**Signal wires by layer**

Bar = 10 µm. Only two layers are drawn.
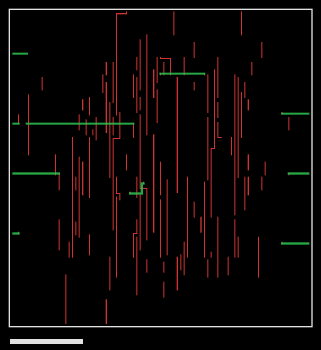
**Sequential cells coloured by netlist name**

Bar = 10 µm. Other sequential cells in the stronger grey, the rest of the logic in the fainter grey.
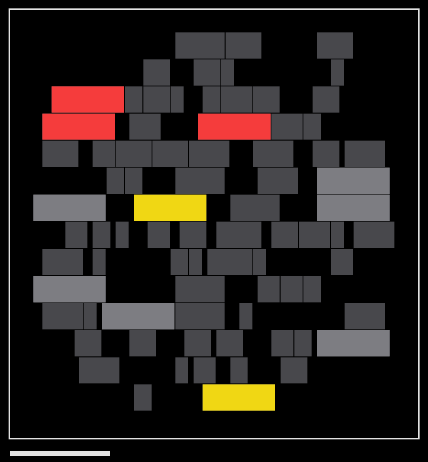
**Routing congestion map**

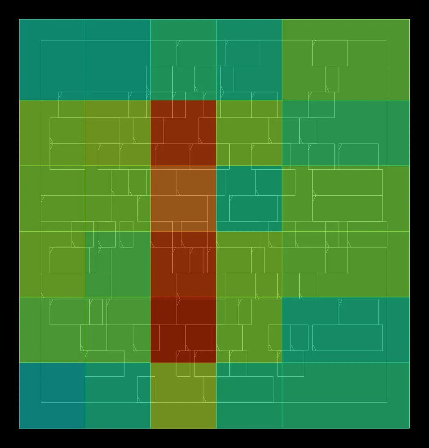
==> config.mk <==
export PLATFORM = sky130hd
export DESIGN_NAME = piso_tx
export DESIGN_NICKNAME = d
export VERILOG_FILES = /design/src/rtl/piso_tx.sv
export SDC_FILE = /design/constraint.sdc
export NUM_CORES = 1
export LEC_CHECK = 0
export CAP_MARGIN = 25
export CORE_AREA = 2 2 39 41
export CTS_BUF_LIST = sky130_fd_sc_hd__clkbuf_8
export DETAILED_ROUTE_END_ITERATION = 16
export DIE_AREA = 0 0 41 43
export GPL_TIMING_DRIVEN = 0
export MAX_ROUTING_LAYER = met4
export PLACE_DENSITY_LB_ADDON = 0.1
export SLEW_MARGIN = 20
export SYNTH_ARGS = -nofsm -noshare
export SYNTH_HDL_FRONTEND = slang
export SYNTH_SLANG_ARGS = --single-unit
==> constraint.sdc <==
create_clock -name clk -period 1.35 [get_ports clk]
set_input_delay 0.3375 -clock clk [delete_from_list [all_inputs] [get_ports clk]]
set_output_delay 0.3375 -clock clk [all_outputs]
set_load 0.05 [all_outputs]
==> qor.yml <==
outcome: "finished, final reports clean"
hold_depth: 2
combGateArea_um2: 281.5
rsz0062_at_grt: "false"
syn2layout_area_growth_pct: 31.68
p_clk_share_pct: 38.4
grt_max_degree: 11
num_tap_cells: 16
antenna_left: 0
io_buffers: 10
fill_cells: 138
startpoint_type: "flop"
num-nonclk-inverters: 6
p_seq_share_pct: 42.2
drive_gt1_share_pct: 21.52
num-clock-buffers: 3
drtIter0Drc: 3
layoutNonFillerInstCount: 95
place_ws_ns: -1.155
dp_cells: 90
end_kind: "output port"
initial_core_util_pct: 41.95
fin_nets: 89
ys_seq_elements: 11
finalHoldViolations: 0
cts_tree: "yes"
worstSkewPairLatency_ns: 0.24
antenna_found_initial: 0
relSlewSlack_pct: 81.53
finalCritPeriodShare_pct: 94.26
worstPathArrival_ns: 0.93
path_buffers: 1
reg2reg_setup_slack_ns: 0.16
syn_inst: 64
ctsHtreeMaxLevel: 1
dominant_cells: "multi-input combinational cells"
crit_path_cell_trace: "clkdlybuf4s15_2"
power.density_nw_per_um2: 1112
finalCriticalPeriod_ns: 1.272
netSwitchingFraction_pct: 26.68
comb_area_share_pct: 36.82
power_leakage_nw: 0.3397
hpwl_um: 723.1
p_comb_share_pct: 19.4
n_all_buffers: 17
fmax_ghz: 0.7859
io_pins: 12
yosysWarnings: 0
slowest_delay_ns: 0.37
cp_max_fo: 2
viasPerCell: 5.126
routedWlPerCell_um: 11.60
ys_chip_area_um2: 580.6
fin_worst_skew_ns: 0.001349
flops: 11
ys_cells: 64
worstMarginPinSlew_ns: 0.2783
largest_reg_flops: 3
dr.pass1.iters: 4
crit_path_top_delay_cell: "clkdlybuf4s15_2"
grt_pass1_wl_um: 1869
syn_avg_cell_area_um2: 9.071
grt_pass1_vias: 434
cts.clk_slew.worst_paths_ns: 0.05
syn_area_um2: 580.6
buf_share_pct: 22.91
finalMaxSlewViolations: 0
finalSetupViolations: 0
cts_buffer_depth: 2
p_sw_uw: 226.7
chipArea_um2: 1763
die_h_um: 43
cts.sinks: 11
row_count: 14
core-area_um2: 1384
n_antenna_cell: 0
die_x_um: 41
warning_count: 27
reg2reg_depth: 5
clkCellAreaFrac_pct: 5.892
worst_slack_ns: 0.07755
critical-path-top-delay-family: "buffers and inverters"
crit_cells: 1
cts-root-buf: "clkbuf_8"
crit_type: "reg -> out"
fp_nets: 73
grt_overflow_total: 0
cp.required_ns: 1.01
numCtsBuffers: 3
synth_cell_types: 22
logic_gates: 41
gp_congestion: 0.6722
intPower_uw: 623.1
drcViolationCount: 0
peakVddDrop_mv: 0.6262
hp-class: "in -> reg"
ys_seq_share_pct: 37.93
max-cap-violations: 0
-- 'signal wires by layer' (at the start) --
[M3] green | wire length: 42.9 µm
[M2] red | wire length: 502 µm
DR vias: 487
Routed Wire Length: 1102 µm
total track usage: 16.87%

-- 'sequential cells coloured by netlist name' (at the start) --
[sr_q] red | flops: 3
[cnt_q] yellow | flops: 2
not coloured: 6
FF+latch area: 220.2 µm²
Seq area share: 28.81%

-- 'routing congestion map' (at the start) --
GRT met2 Usage: 23.13%
Final Util: 55.24%
met3 GRT Util: 3.141%
Top Usage Layer GRT: met2

==> cell usage after synthesis <==
master / number / area [µm²]
nand3_1: 1 / 5.000
o311ai_1: 1 / 8.760
buf_4: 1 / 7.510
a21oi_1: 6 / 30.03
clkbuf_1: 1 / 3.750
nand2_1: 2 / 7.510
dfxtp_1: 11 / 220.2
o21a_1: 1 / 7.510
mux2i_1: 1 / 10.01
nor3b_1: 3 / 22.52
nor2b_1: 5 / 31.28
o31ai_1: 3 / 22.52
a32oi_1: 3 / 26.28
and2_1: 3 / 18.77
ha_1: 2 / 25.02
nor2b_4: 1 / 13.76
inv_1: 6 / 22.52
nor2_1: 2 / 7.510
a21o_1: 3 / 22.52
buf_6: 4 / 45.04
o21bai_1: 1 / 7.510
o21ai_0: 3 / 15.01
==> per-layer routing <==
layer	vias to the layer above	GRT usage, %	share of wire (%)
li1	249	-	-
met3	2	3.141	3.8
met5	-	-	0
met1	225	21.31	50
met4	0	12.00	0.82
met2	11	23.13	46
==> layout by cell type (no fill, tap or decap) <==
| master | instances |
|---|---|
| o31ai_1 | 3 |
| buf_6 | 5 |
| nand3_1 | 1 |
| a32oi_1 | 3 |
| nand2_1 | 2 |
| nor2b_4 | 1 |
| nor3b_1 | 3 |
| dfxtp_1 | 11 |
| and2_1 | 3 |
| clkbuf_2 | 1 |
| nor2_1 | 2 |
| clkdlybuf4s50_1 | 4 |
| inv_1 | 7 |
| a21o_1 | 3 |
| o311ai_1 | 1 |
| clkbuf_8 | 4 |
| mux2i_1 | 1 |
| o21a_1 | 1 |
| buf_4 | 2 |
| clkdlybuf4s15_2 | 4 |
| ha_1 | 2 |
| nor2b_1 | 5 |
| o21ai_0 | 3 |
| a21oi_1 | 6 |
| o21bai_1 | 1 |
==> power by group through the flow <==
stage | Combinational [mW] | Sequential [mW] | Clock [mW]
floorplan | 0.0864 | 0.391 | 0
global placement | 0.162 | 0.364 | 0
detailed placement | 0.163 | 0.365 | 0
CTS | 0.167 | 0.358 | 0.336
global route | 0.182 | 0.361 | 0.341
finish | 0.165 | 0.358 | 0.326
==> stage by stage <==
| stage | power (mW) | setup TNS [ns] | area, µm² | hold slack [ns] |
|---|---|---|---|---|
| finish | 0.8498 | 0 | 764.5 | 0.3599 |
| global route | 0.8841 | 0 | 764.5 | 0.3763 |
| CTS | 0.8618 | 0 | 769.5 | 0.3903 |
| detailed placement | 0.5276 | -2.680 | 700.7 | 0.4503 |
| global placement | 0.5266 | -2.671 | 700.7 | 0.4428 |
| floorplan | 0.4770 | 0 | 580.6 | 0.4635 |
==> timing repair <==
item	in CTS	in global routing
hold buffers	0	0
pin swaps	0	0
setup buffers	1	0
endpoints found under the setup margin	5	1
resized	24	1
==> kinds of logic (layout without fill, tap and decap cells) <==
logic type,Yosys count,count (layout),synth area share (%)
AOI/OAI and AO/OA,21,21,24.14
and+or+nand+nor,17,17,18.32
buffers and inverters,12,27,13.58
DFF,11,11,37.93
adders and majority gates,2,2,4.310
muxes,1,1,1.724
Power figures rest on the tool's default switching activity, not on a simulated workload.
